**Run 1: M3 wires**

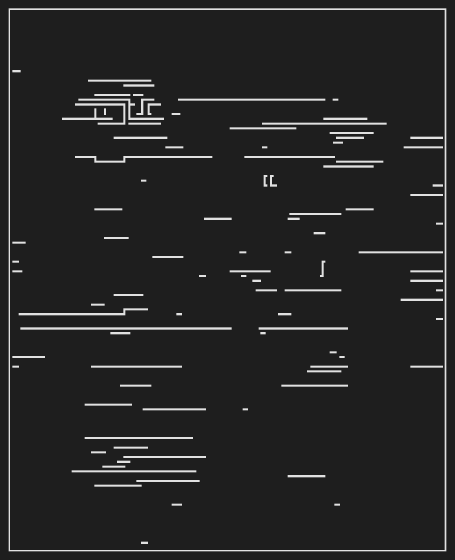
**Run 1: cells by drive strength**

Bar = 20 um.
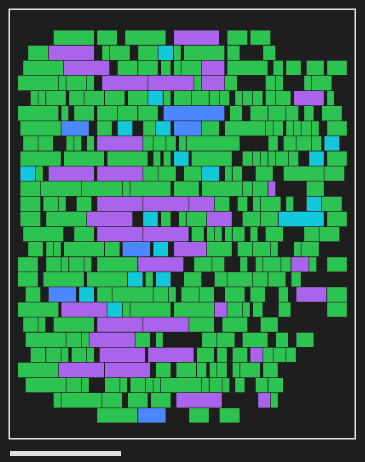
**Run 1: clock network drawn from the DEF**

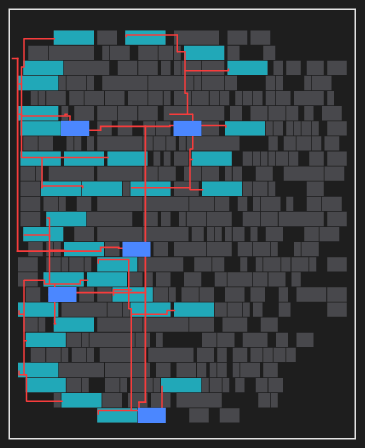
## config.mk

```make
export PLATFORM = sky130hd
export DESIGN_NAME = acc_reg_bank
export DESIGN_NICKNAME = d
export VERILOG_FILES = /design/src/rtl/acc_reg_pkg.sv /design/src/rtl/acc_reg_bank_op_unit.sv /design/src/rtl/acc_reg_bank.sv
export SDC_FILE = /design/constraint.sdc
export NUM_CORES = 1
export LEC_CHECK = 0
export CORE_ASPECT_RATIO = 1.25
export CORE_UTILIZATION = 60
export CTS_CLUSTER_DIAMETER = 120
export CTS_CLUSTER_SIZE = 24
export DETAILED_ROUTE_END_ITERATION = 6
export PLACE_DENSITY = 0.91
export SLEW_MARGIN = 25
export SYNTH_ARGS = -nofsm -noshare
export SYNTH_HDL_FRONTEND = slang
export SYNTH_SLANG_ARGS = --single-unit
```

## constraint.sdc

```tcl
create_clock -name clk -period 4.5 [get_ports clk]
set_input_delay 0.675 -clock clk [delete_from_list [all_inputs] [get_ports clk]]
set_output_delay 0.675 -clock clk [all_outputs]
set_load 0.01 [all_outputs]
```

## src/rtl/acc_reg_pkg.sv

```systemverilog
// Shared opcode encoding and the width-generic result helper for the accumulator register bank.
package acc_reg_pkg;

  localparam int MAX_W = 64;

  typedef enum logic [2:0] {
    OP_NOP  = 3'd0,
    OP_LOAD = 3'd1,
    OP_CLR  = 3'd2,
    OP_INC  = 3'd3,
    OP_DEC  = 3'd4,
    OP_SHL  = 3'd5,
    OP_SHR  = 3'd6,
    OP_RSVD = 3'd7
  } op_e;

  // Returns {C, R} for a register of 'width' bits carried in a MAX_W container.
  function automatic logic [MAX_W:0] acc_op_eval(input op_e op,
                                                 input logic [MAX_W-1:0] v,
                                                 input logic [MAX_W-1:0] din,
                                                 input int width);
    logic [MAX_W-1:0] mask;
    logic [MAX_W-1:0] vm;
    logic [MAX_W-1:0] hi;
    logic [MAX_W-1:0] r;
    logic             c;
    mask = (width >= MAX_W) ? {MAX_W{1'b1}} : ((64'd1 << width) - 64'd1);
    vm   = v & mask;
    hi   = vm >> (width - 1);
    r    = vm;
    c    = 1'b0;
    case (op)
      OP_LOAD: begin r = din;          c = 1'b0;                    end
      OP_CLR:  begin r = {MAX_W{1'b0}}; c = 1'b0;                   end
      OP_INC:  begin r = vm + 64'd1;   c = (vm == mask);            end
      OP_DEC:  begin r = vm - 64'd1;   c = (vm == {MAX_W{1'b0}});   end
      OP_SHL:  begin r = vm << 1;      c = hi[0];                   end
      OP_SHR:  begin r = vm >> 1;      c = vm[0];                   end
      default: begin r = vm;           c = 1'b0;                    end
    endcase
    return {c, r & mask};
  endfunction

endpackage

```

## src/rtl/acc_reg_bank_op_unit.sv

```systemverilog
// Combinational op evaluator: result, carry and execute strobe for the addressed register.
module acc_op_unit
  import acc_reg_pkg::*;
#(
  parameter int WIDTH = 8
) (
  input  logic [2:0]       op,
  input  logic [WIDTH-1:0] v,
  input  logic [WIDTH-1:0] data_in,
  output logic [WIDTH-1:0] r,
  output logic             c,
  output logic             exec
);

  logic [MAX_W:0] res;
  logic [MAX_W:0] res_unused;

  // Result/carry through the package helper; exec flags the ops that write.
  always_comb begin
    res        = acc_op_eval(op_e'(op), MAX_W'(v), MAX_W'(data_in), WIDTH);
    res_unused = res;
    r          = res[WIDTH-1:0];
    c          = res[MAX_W];
    case (op_e'(op))
      OP_LOAD, OP_CLR, OP_INC, OP_DEC, OP_SHL, OP_SHR: exec = 1'b1;
      default:                                         exec = 1'b0;
    endcase
  end

endmodule

```

## src/rtl/acc_reg_bank.sv

```systemverilog
// NUM_REGS x WIDTH register bank with one opcode-driven write per clock,
// two combinational read ports and registered zero/carry flags.
module acc_reg_bank
  import acc_reg_pkg::*;
#(
  parameter int                WIDTH     = 8,
  parameter int                NUM_REGS  = 4,
  parameter logic [WIDTH-1:0]  RESET_VAL = '0,
  localparam int               SEL_W     = (NUM_REGS > 1) ? $clog2(NUM_REGS) : 1
) (
  input  logic             clk,
  input  logic             reset,
  input  logic [2:0]       op,
  input  logic [SEL_W-1:0] wr_sel,
  input  logic [WIDTH-1:0] data_in,
  input  logic [SEL_W-1:0] rd_sel_a,
  input  logic [SEL_W-1:0] rd_sel_b,
  output logic [WIDTH-1:0] out_a,
  output logic [WIDTH-1:0] out_b,
  output logic             zero_flag,
  output logic             carry_flag
);

  localparam logic [SEL_W:0] NUM_REGS_L = NUM_REGS[SEL_W:0];

  logic [WIDTH-1:0] regs_q [NUM_REGS];
  logic [WIDTH-1:0] regs_d [NUM_REGS];
  logic             zero_flag_q, zero_flag_d;
  logic             carry_flag_q, carry_flag_d;

  logic             wr_valid_s;
  logic [WIDTH-1:0] cur_v_s;
  logic [WIDTH-1:0] res_s;
  logic             carry_s;
  logic             exec_s;

  // Out-of-range write indices (non-power-of-2 depth) must not touch anything.
  always_comb begin
    wr_valid_s = ({1'b0, wr_sel} < NUM_REGS_L);
    if (wr_valid_s) begin
      cur_v_s = regs_q[wr_sel];
    end else begin
      cur_v_s = '0;
    end
  end

  acc_op_unit #(.WIDTH(WIDTH)) u_op (
    .op      (op),
    .v       (cur_v_s),
    .data_in (data_in),
    .r       (res_s),
    .c       (carry_s),
    .exec    (exec_s)
  );

  // Next state: reset wins over any op presented in the same cycle.
  always_comb begin
    regs_d       = regs_q;
    zero_flag_d  = zero_flag_q;
    carry_flag_d = carry_flag_q;
    if (reset) begin
      for (int i = 0; i < NUM_REGS; i++) begin
        regs_d[i] = RESET_VAL;
      end
      zero_flag_d  = 1'b0;
      carry_flag_d = 1'b0;
    end else if (wr_valid_s && exec_s) begin
      regs_d[wr_sel] = res_s;
      zero_flag_d    = (res_s == '0);
      carry_flag_d   = carry_s;
    end else begin
      zero_flag_d  = zero_flag_q;
      carry_flag_d = carry_flag_q;
    end
  end

  // State registers.
  always_ff @(posedge clk) begin
    regs_q       <= regs_d;
    zero_flag_q  <= zero_flag_d;
    carry_flag_q <= carry_flag_d;
  end

  // Read ports see pre-edge contents; out-of-range selects read as zero.
  always_comb begin
    if ({1'b0, rd_sel_a} < NUM_REGS_L) begin
      out_a = regs_q[rd_sel_a];
    end else begin
      out_a = '0;
    end
    if ({1'b0, rd_sel_b} < NUM_REGS_L) begin
      out_b = regs_q[rd_sel_b];
    end else begin
      out_b = '0;
    end
  end

  assign zero_flag  = zero_flag_q;
  assign carry_flag = carry_flag_q;

endmodule

```

==> job_summary.md, run 1 <==
### Metrics collected by this job

| Metric | Value |
|---|---|
| Tmin final | ~3.9 ns |
| Post-route setup TNS | 0 ns |
| GPL Wtd Cong | 0.9012 |
| Cell type with the largest total area | dfxtp_1 |
| Critical path launch point | wr_sel[0] |
| Hold Crit Endpoint | zero_flag |
| WHS | 0.5094 ns |
| Largest net degree at the start of global routing | 36 |
| Overflow after GRT | 0 |
| Area leader share | 0.2516 |
| Layout cells sized above 1 | 0.1790 |
| Status | complete, no violations |
| Uppermost routed layer | met4 |
| Post-route DRC violation count | 0 |
| Yosys cell count | 289 |
| Root Driver | clkbuf_8 |
| CTS tree | built |
| H-Tree Depth | 2 |
| CTS Buf Count | 5 |
| Tool Warnings | 26 |
| Placed cell area | between 3000 and 4000 sq um |
| Mapped Nets | roughly 320 |
| Leakage | ~1.2 nW |
| Data required time at the worst endpoint | roughly 4.7 ns |
| Distinct lib cells | 58 |
| Async S/R FF share, synth | 0 |
| Peak supply drop | 270.3 uV |
| Final Power | approximately 910 uW |
| Die Size | approximately 4800 sq um |
| Reg area | between 600 and 700 sq um |
| Crit path max-delay family | AND-OR/OR-AND gates |
| Crit path to | regs_q[15] |
| Reg2reg setup slack | around 1.4 ns |
| Fin crit share | 0.8659 |
| Compound-Gate Fraction of Synth Area | 0.2100 |
## Picture notes: 'M3 wires'
wire length on this layer	503 um
longest straight run	29.9 um
share of all routed wire	6.5%
Routed WL: 7719 um
GR Util met3: 0.04384

## Picture notes: 'cells by drive strength'
color	size	cells	share
blue	drive 6 and up	6	1.9%
cyan	drive 3 to 4	17	5.2%
purple	drive 2	35	11%
green	drive 1 or less	266	82%
P&R area growth vs syn: 19.66%
fin worst setup slack: 0.6035 ns
Post-Layout Inst Area: 3237 sq um
Non-clock buffers: 50

## Picture notes: 'clock network drawn from the DEF'
[blue] cells driving clock nets | count: 5
[red] clock wires | length: 432 um
[cyan] flip-flops | count: 34
routed clock nets	6

run 1: power breakdown:
| group | total [mW] | switching [mW] | internal (mW) |
|---|---|---|---|
| clock network | 0.281 | 0.116 | 0.165 |
| registers | 0.343 | 0.0217 | 0.322 |
| logic | 0.281 | 0.145 | 0.136 |
| total | 0.906 | 0.283 | 0.623 |
run 1: area by class of cell:
type	instances	area share
multi-input cells	222	0.5787
clock buffers	6	0.02242
well taps	56	0.02165
clock inverters	2	0.01160
repair buffers	50	0.1438
flip-flops and latches	34	0.2103
inverters	10	0.01160
run 1: flip-flops by register name, summed over array words and instances, names as in the netlist:
name and count:
carry_flag 1, zero_flag 1, regs_q 32
**Run 1: cell placement**

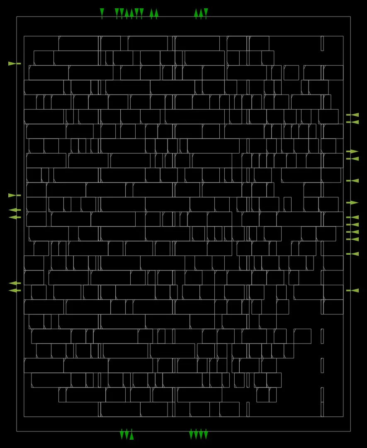

## Run 2: what changed since run 1
--- a/config.mk
+++ b/config.mk
@@ -5,12 +5,13 @@
 export SDC_FILE = /design/constraint.sdc
 export NUM_CORES = 1
 export LEC_CHECK = 0
+export ABC_AREA = 1
 export CORE_ASPECT_RATIO = 1.25
-export CORE_UTILIZATION = 60
+export CORE_UTILIZATION = 51
 export CTS_CLUSTER_DIAMETER = 120
 export CTS_CLUSTER_SIZE = 24
 export DETAILED_ROUTE_END_ITERATION = 6
-export PLACE_DENSITY = 0.91
+export PLACE_DENSITY = 0.82
 export SLEW_MARGIN = 25
 export SYNTH_ARGS = -nofsm -noshare
 export SYNTH_HDL_FRONTEND = slang
==> constraint.sdc (replaced) <==
create_clock -name clk -period 3.2 [get_ports clk]
set_input_delay 0.48 -clock clk [delete_from_list [all_inputs] [get_ports clk]]
set_output_delay 0.48 -clock clk [all_outputs]
set_load 0.01 [all_outputs]
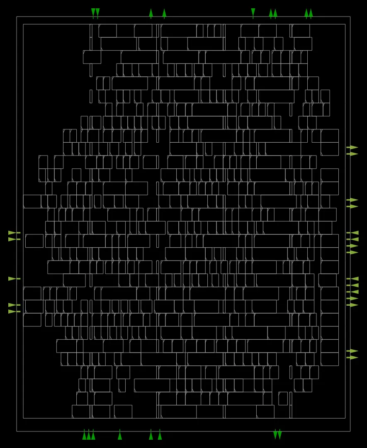
**Above:** run 2 (cell placement).
post-layout util: 0.6306
total core area: 5443 sq um

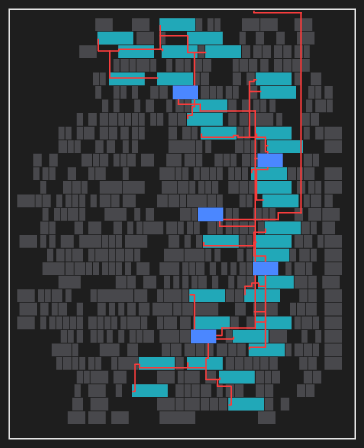
**Above:** run 2 (clock network drawn from the DEF).
[red] clock wires | length: 395 um
[cyan] flip-flops | count: 34
[blue] cells driving clock nets | count: 5
routed clock nets	6
Power Clock: 365 uW
Late-Pin Clk Latency: 0.29 ns

==> run 2 against run 1 <==
Clock power is about 30% higher. Setup slack worse by 0.26 ns. Cell area is 6.0% higher. Via count is 26% higher. Total power is 38% higher. Register-to-register slack worse by 0.53 ns. Final cell count is 53% higher. Count of clock-buffer cells in the layout is 2 higher. Clock skew hardly changed.
==> job_summary.md, run 2 <==
### Metrics collected by this job

| Metric | Value |
|---|---|
| Routed WL | 8096 um (was 7719 um) |
| Die Size | 5937 sq um (was 4783 sq um) |
| Int Pwr | 833.7 uW (was 623.2 uW) |
| Switching share of power | 0.3335 (was 0.3121) |
| Non-clock inverter count | 66 (was 10) |
| Combinational power | 405 uW (was 281 uW) |
| Sequential Power Share | 0.384 (was 0.379) |
| Leakage | 1.658 nW (was 1.163 nW) |
| Distinct lib cells | 36 (was 58) |
| Crit path to | zero_flag (was regs_q[15]) |
| P&R area growth vs syn | 19.52% (was 19.66%) |
| CTS Buf Count | 5 (unchanged) |
| Tmin final | 2.857 ns |
| Clk pwr share | 0.292 (was 0.310) |
| Post-route setup TNS | 0 ns (unchanged) |
| H-Tree Depth | 2 (unchanged) |
| Fin worst setup slack | 0.3430 ns (was 0.6035 ns) |
| CTS tree | built (unchanged) |
| Crit path max-delay family | simple AND/OR/NAND/NOR gates (was AND-OR/OR-AND gates) |
| Sequential power | 481 uW (was 343 uW) |
| Pwr top | registers (unchanged) |
| Fin crit share | 0.8928 |
| Post-route DRC violation count | 0 (unchanged) |
| Largest net degree at the start of global routing | 24 (was 36) |
| Status | complete, no violations (unchanged) |
| Clkbuf count | 8 (was 6) |
| Logic share of the area | 0.5355 (was 0.5787) |
| Hold Crit Endpoint | carry_flag (was zero_flag) |
| Psw | 417.1 uW (was 282.7 uW) |
| Root Driver | clkbuf_8 (unchanged) |
| Final Power | 1.251 mW (was 905.8 uW) |
| Cell type with the largest total area | dfxtp_1 (unchanged) |
| Async S/R FF share, synth | 0 (unchanged) |
| Data required time at the worst endpoint | 3.43 ns (was 4.67 ns) |
| Tool Warnings | 26 (unchanged) |
| Critical path launch point | wr_sel[0] (unchanged) |
| Non-clock buffers | 49 (was 50) |
| GPL Wtd Cong | 1.058 (was 0.9012) |
| Reg2reg setup slack | 0.83 ns (was 1.36 ns) |
| Layout cells sized above 1 | 0.1329 (was 0.1790) |
| Largest class | combinational gates (unchanged) |
| Gate power share | 0.324 (was 0.311) |
| Reg area | 680.7 sq um (unchanged) |
| Clock-cell share of area | 0.03208 (was 0.03402) |
| WHS | 0.4673 ns (was 0.5094 ns) |
| Buffering overhead | 0.1371 (was 0.1438) |
| Mi-comb count | 362 (was 222) |
| Mapped Nets | 504 (was 315) |
| Area leader share | 0.2370 (was 0.2516) |
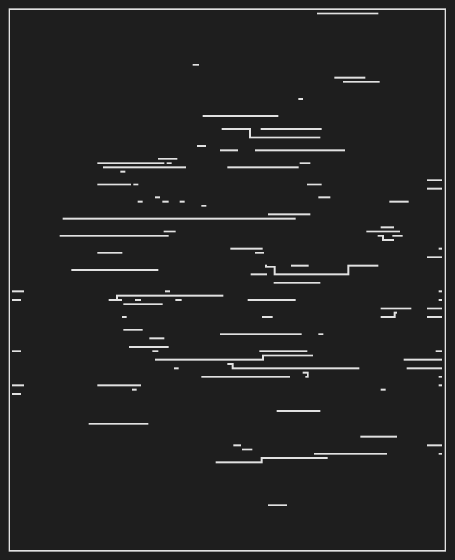
**Above:** run 2 (M3 wires).
share of all routed wire	6.0%
wire length on this layer	489 um
longest straight run	36.8 um
main direction	horizontal
nets with wire on the layer	70

==> run 2: metal layers <==
metal,global-route usage,up-vias,part of all wire
li1,-,1634,-
met1,0.3101,1495,0.39
met2,0.5260,143,0.50
met3,0.05288,42,0.060
met4,0.1744,0,0.050
met5,0,-,0
==> run 2: logic make-up after synthesis <==
group / Yosys count / share of synthesized area
adders and majority gates: 7 / 0.03312
buffers and inverters: 82 / 0.1229
and+or+nand+nor: 224 / 0.3608
AOI/OAI and AO/OA: 131 / 0.2462
DFF: 34 / 0.2370
==> run 2: per-stage QoR <==
stage | instance area (sq um) | instances
after floorplan | 2872 | 478
after CTS | 3432 | 583
after global routing | 3432 | 583
final | 3432 | 583
after global placement | 3322 | 575
after detailed placement | 3322 | 575
Power is estimated from default activity; no workload was simulated.
